### config.mk
export PLATFORM = sky130hd
export DESIGN_NAME = video_stream_tx
export DESIGN_NICKNAME = d
export VERILOG_FILES = /design/src/rtl/video_stream_tx.sv
export SDC_FILE = /design/constraint.sdc
export NUM_CORES = 1
export LEC_CHECK = 0
export CAP_MARGIN = 20
export CORE_ASPECT_RATIO = 1.4
export CORE_MARGIN = 5
export CORE_UTILIZATION = 32
export CTS_CLUSTER_SIZE = 10
export DETAILED_ROUTE_END_ITERATION = 8
export MAX_ROUTING_LAYER = met4
export PLACE_DENSITY = 0.48
export REMOVE_ABC_BUFFERS = 1
export SETUP_SLACK_MARGIN = 0.2
export SLEW_MARGIN = 5
export SYNTH_ARGS = -nofsm -noshare
export SYNTH_HDL_FRONTEND = slang
export SYNTH_SLANG_ARGS = --single-unit
### constraint.sdc
create_clock -name clk -period 7.6 [get_ports clk]
set_input_delay 1.52 -clock clk [delete_from_list [all_inputs] [get_ports clk]]
set_output_delay 1.52 -clock clk [all_outputs]
set_load 0.02 [all_outputs]
### src/rtl/video_stream_tx.sv
// video_stream_tx: re-times the free-running processed pixel stream onto a
// ready/valid stream with start-of-frame (m_tuser) and end-of-line (m_tlast)
// tags. An elastic buffer plus a show-ahead output register absorbs
// downstream stalls; pixels arriving while full are dropped and flagged.
// Optional feature macro: VIDEO_STREAM_TX_FRAME_CNT_EN adds a 16-bit frame_cnt.
module video_stream_tx #(
  parameter int unsigned LINE_WIDTH   = 1920,
  parameter int unsigned FRAME_HEIGHT = 1080,
  parameter int unsigned DATA_WIDTH   = 8,
  parameter int unsigned FIFO_DEPTH   = 16
) (
  input  logic                          clk,
  input  logic                          rst_n,
  input  logic [DATA_WIDTH-1:0]         data_in,
  input  logic                          data_valid,
  output logic [DATA_WIDTH-1:0]         m_tdata,
  output logic                          m_tvalid,
  input  logic                          m_tready,
  output logic                          m_tuser,
  output logic                          m_tlast,
  output logic [$clog2(FIFO_DEPTH):0]   level,
  output logic                          overflow
`ifdef VIDEO_STREAM_TX_FRAME_CNT_EN
  ,
  output logic [15:0]                   frame_cnt
`endif
);

  localparam int unsigned ColW = (LINE_WIDTH > 1) ? $clog2(LINE_WIDTH) : 1;
  localparam int unsigned RowW = (FRAME_HEIGHT > 1) ? $clog2(FRAME_HEIGHT) : 1;
  localparam int unsigned PtrW = $clog2(FIFO_DEPTH);
  localparam int unsigned LvlW = PtrW + 1;
`ifdef VIDEO_STREAM_TX_FRAME_CNT_EN
  localparam int unsigned EntW = DATA_WIDTH + 3;
`else
  localparam int unsigned EntW = DATA_WIDTH + 2;
`endif
  // Entry layout: [DW-1:0] data, [DW] eol, [DW+1] sof, [DW+2] last-row tag.
  localparam int unsigned EolBit = DATA_WIDTH;
  localparam int unsigned SofBit = DATA_WIDTH + 1;

  localparam logic [ColW-1:0] ColLast = ColW'(LINE_WIDTH - 1);
  localparam logic [RowW-1:0] RowLast = RowW'(FRAME_HEIGHT - 1);
  localparam logic [LvlW-1:0] LvlFull = LvlW'(FIFO_DEPTH);

  typedef enum logic [0:0] {StEmpty, StFull} out_state_e;

  out_state_e          state_q, state_d;
  logic [ColW-1:0]     col_q;
  logic [RowW-1:0]     row_q;
  logic [PtrW-1:0]     wr_ptr_q, rd_ptr_q;
  logic [LvlW-1:0]     level_q;
  logic                overflow_q;
  logic [EntW-1:0]     out_q, out_d;
  logic [EntW-1:0]     mem_q [FIFO_DEPTH];
  logic [EntW-1:0]     in_entry;

  logic handshake, full, push, buf_empty;
  logic load_out, load_from_buf, buf_wr, buf_rd;

  assign handshake = (state_q == StFull) && m_tready;
  assign full      = (level_q == LvlFull);
  // A pop in the same cycle frees the slot a full buffer would otherwise lack.
  assign push      = data_valid && (!full || handshake);
  // Entries waiting in the circular buffer exclude the one in the output register.
  assign buf_empty = (level_q == LvlW'(state_q == StFull));

  // Tag the incoming pixel with its frame position.
  always_comb begin
    in_entry = '0;
    in_entry[DATA_WIDTH-1:0] = data_in;
    in_entry[EolBit] = (col_q == ColLast);
    in_entry[SofBit] = (col_q == '0) && (row_q == '0);
`ifdef VIDEO_STREAM_TX_FRAME_CNT_EN
    in_entry[DATA_WIDTH+2] = (row_q == RowLast);
`endif
  end

  // Output register FSM: decide load source, buffer reads/writes and next state.
  always_comb begin
    state_d       = state_q;
    load_out      = 1'b0;
    load_from_buf = 1'b0;
    buf_wr        = 1'b0;
    buf_rd        = 1'b0;
    unique case (state_q)
      StEmpty: begin
        if (push) begin
          load_out = 1'b1;
          state_d  = StFull;
        end
      end
      StFull: begin
        if (handshake) begin
          if (!buf_empty) begin
            load_out      = 1'b1;
            load_from_buf = 1'b1;
            buf_rd        = 1'b1;
            buf_wr        = push;
          end else if (push) begin
            load_out = 1'b1;  // bypass straight from data_in
          end else begin
            state_d = StEmpty;
          end
        end else begin
          buf_wr = push;
        end
      end
      default: state_d = StEmpty;
    endcase
    out_d = load_from_buf ? mem_q[rd_ptr_q] : in_entry;
  end

  // State, pointers, level, sticky overflow and output register.
  always_ff @(posedge clk or negedge rst_n) begin
    if (!rst_n) begin
      state_q    <= StEmpty;
      out_q      <= '0;
      wr_ptr_q   <= '0;
      rd_ptr_q   <= '0;
      level_q    <= '0;
      overflow_q <= 1'b0;
    end else begin
      state_q <= state_d;
      if (load_out) out_q <= out_d;
      if (buf_wr) wr_ptr_q <= wr_ptr_q + 1'b1;
      if (buf_rd) rd_ptr_q <= rd_ptr_q + 1'b1;
      level_q <= level_q + LvlW'(push) - LvlW'(handshake);
      if (data_valid && !push) overflow_q <= 1'b1;
    end
  end

  // Frame position counters advance on every pixel, dropped or not.
  always_ff @(posedge clk or negedge rst_n) begin
    if (!rst_n) begin
      col_q <= '0;
      row_q <= '0;
    end else if (data_valid) begin
      if (col_q == ColLast) begin
        col_q <= '0;
        row_q <= (row_q == RowLast) ? '0 : row_q + 1'b1;
      end else begin
        col_q <= col_q + 1'b1;
      end
    end
  end

  // Buffer storage; contents need no reset since pointers and level do.
  always_ff @(posedge clk) begin
    if (buf_wr) mem_q[wr_ptr_q] <= in_entry;
  end

`ifdef VIDEO_STREAM_TX_FRAME_CNT_EN
  logic [15:0] frame_cnt_q;

  // Count frames as their final pixel is handed off downstream.
  always_ff @(posedge clk or negedge rst_n) begin
    if (!rst_n) begin
      frame_cnt_q <= '0;
    end else if (handshake && out_q[EolBit] && out_q[DATA_WIDTH+2]) begin
      frame_cnt_q <= frame_cnt_q + 16'd1;
    end
  end

  assign frame_cnt = frame_cnt_q;
`endif

  assign m_tvalid = (state_q == StFull);
  assign m_tdata  = out_q[DATA_WIDTH-1:0];
  assign m_tlast  = out_q[EolBit];
  assign m_tuser  = out_q[SofBit];
  assign level    = level_q;
  assign overflow = overflow_q;

endmodule

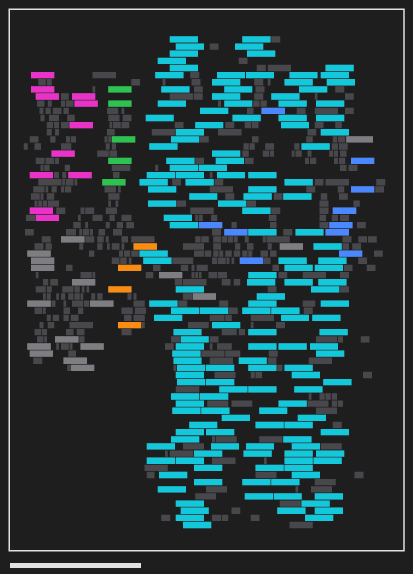
*Sequential cells grouped by signal name*
Bar = 50 um. Other sequential cells in the stronger gray, the rest of the logic in the fainter gray.
Key: `row_q` = magenta [sequential cells 11, where north-west]; `mem_q` = cyan [sequential cells 160]; `level` = green [sequential cells 5, where north-west]; `wr_ptr_q` = orange [sequential cells 4]; `out_q` = blue [sequential cells 10, where east]
power dissipated in sequential cells: 1570 uW
fraction of the core area covered by cells at the end of the flow: 38.0%
area taken by flip-flops and latches: 0.00598 mm2
fraction of standard cell area that is sequential: 58.6%

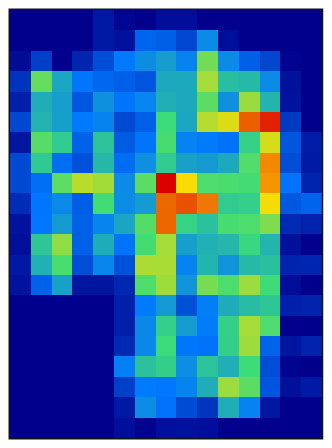
*Routed metal per tile*
The die is cut into 15 by 21 equal tiles; dark blue is low, red is high, scaled to the fullest tile. Values are wire area over tile area, all layers added.
The mean over all tiles is 0.11. The densest ninth of the die: center. The fullest tile reaches 0.43. 24% of the tiles are nearly empty.

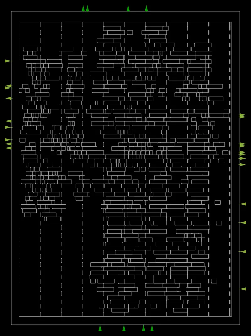
*Cell outlines without signal wires*
fill cell count: 2490
num tapcells: 365
core footprint: 0.0269 mm2
count of non-filler cells in the finished layout: 972
num sequential: 207

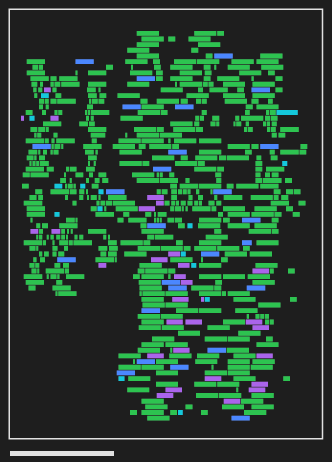
*Drive-strength map*
Bar = 50 um.
Key: x2 = purple [cells 30, most used mux4_2]; x3 and x4 = cyan [cells 15, most used buf_4]; x1 and smaller = green [cells 536, most used edfxtp_1]; x6 and larger = blue [cells 26, most used clkbuf_16]
Syn-to-layout area delta: 16.8%
post-route cell area: 0.0102 mm2

==> notes.md <==
Implementation progress

The run finished with clean final reports. The CTS clock-pin slew for the worst setup and hold paths stands at 0.05 ns. The worst clock skew stands at around 0.018 ns. The repair_antennas step left the layout with diodes totalling 0. Summing all placed instances gives a cell area of between 0.009 and 0.01 mm2. The combinational power share stands at roughly 28%.

The global-route wire length before repair stands at approximately 32000 um. According to the floorplan log, the row count is approximately 71. The via count of the first global-routing pass stands at ~5.3k. For this run, design rule violations remaining after detail routing come to 0. The met1 capacity usage during global routing stands at 16.5%. Summed over all layers, the routed wires come to a little over 20000 um.

The worst hold path begins at overflow$_DFFE_PN0P_. The number of non-clock buffers stands at about 40. After clock tree synthesis, the flow added hold-fix buffers numbering 0. The tree is rooted in a clkbuf_16. By area, flip-flops and latches come first. Before any placement, the netlist area is recorded as 0.00875 mm2. The largest fanout on the critical path stands at 7. Per the OpenROAD floorplan log, the width of the die is about 150 um.

The fraction of area in clock buffers and inverters stands at ~7%. The area of the die stands at approximately 0.031 mm2. Setup violations remaining at the end of the flow were counted as 0. Signal nets in the final route climb as high as met4. The total clock sinks stands at between 200 and 250. The synthesis run shows the most used standard cells to be 160 x edfxtp_1, 54 x mux2i_1, 47 x dfrtp_1, 22 x a22oi_1, 18 x mux4_2.

On met3, the global router reports a usage of roughly 2.3%. By instance count, the leading cell after synthesis is edfxtp_1. The count of max-cap constraint violations stands at 0.

The slew at the pin closest to its max-slew limit stands at between 0.8 and 0.9 ns. The number of synthesized flops with an enable pin stands at ~160. The area fraction in full adders, half adders and majority gates stands at about 2.4%.

In this run, post-CTS repair resized a total of 0 instances. The smallest clock period supported by the final layout is computed as 3.48 ns. Yosys reports the multiplexer fraction of the synthesized area as a little under an eighth. The xor and xnor fraction of the mapped netlist area stands at under 10%. The critical path ends at level[4]$_DFF_PN0_. The sequential share of power stands at between 40% and 50%. Counting flops and latches in the post-synthesis netlist gives just over 200. The setup check on the worst reg-to-reg path leaves a slack of 4.94 ns. The number of buffers between clock root and the deepest sink stands at 3. As reported, the later end of the worst-skew pair has a clock insertion delay of between 0.5 and 0.6 ns. The via count normalized by instance count stands at ~5.1.

Logged for this run, the post-placement worst setup slack is ~3.3 ns. The power of the clock network stands at 1060 uW. For this run, the detailed router's first-pass iteration total came to 5. The final sum of negative setup slack stands at 0 ns.

The signal arrival time at the worst endpoint stands at about 3.9 ns. Cell internal power was estimated by the tool at ~2500 uW. The number of warnings in the stage logs stands at 31.

The worst setup path is launched from an input port. Entering global routing, the biggest net connects between 40 and 50 pins. The total chip power stands at about 3600 uW.

The maximum clock rate stands at 287 MHz. In the final design database the tool counted 617 nets. In the post-synthesis netlist, the biggest area contributors are edfxtp_1 55%, dfrtp_1 13%, mux2i_1 6.2%, mux4_2 4.6%, ha_1 2.1%. The biggest cell delay along the critical path stands at around 0.56 ns.

Total power normalized to cell area comes to roughly 350 mW/mm2. In the floorplan report the effective utilization is between 30% and 40%. The startpoint identified for the worst register-to-register timing path is rd_ptr_q[0]$_DFFE_PN0P_. Of the post-synthesis cell area, the dominant cell type holds a little over half. The synthesis run identifies the leading combinational cell family as multiplexers. The cell count in the Yosys report stands at between 500 and 600.

Port buffering added 28 buffers. Wire segments on met3 add up to 969 um in the final route. The post-detailed-placement half-perimeter wirelength stands at between 10000 and 15000 um. The layout report gives the multi-input gate share of total cell area as about 26%. The stat command in Yosys gives a chip area of 0.00875 mm2. The worst hold path terminates at overflow$_DFFE_PN0P_.

In this run, placement finished with an instance count of about 930. Setup repair after global routing left no endpoint under its margin. For met2 alone, demand over resource in global routing was 24.8%.

The last weighted congestion value of the routability-driven placer stands at roughly 0.8. The final max-slew violation count recorded for this run is 0. The number of warnings issued by yosys stands at 0.

Switching power as a fraction of the total was reported as a little under a third. Per the repair_timing log after CTS, setup buffers inserted total 0. The number of CTS-inserted buffers stands at 25.
==> worst max-delay path: cells and delay by family <==
family / cells / cell delay (ns)
adder cells (fa/ha/maj): 3 / 0.90
XOR/XNOR: 1 / 0.13
AND/OR/NAND/NOR: 3 / 0.47
AND-OR/OR-AND: 2 / 0.30
buffers and inverters: 2 / 0.60
==> sequential cells by signal (all words and copies together) (netlist names) <==
| name | count |
|---|---|
| mem_q | 160 |
| col_q | 11 |
| row_q | 11 |
| out_q | 10 |
| level | 5 |
| rd_ptr_q | 4 |
| wr_ptr_q | 4 |
| m_tvalid | 1 |
| overflow | 1 |
Power figures rest on the tool's default switching activity, not on a simulated workload.
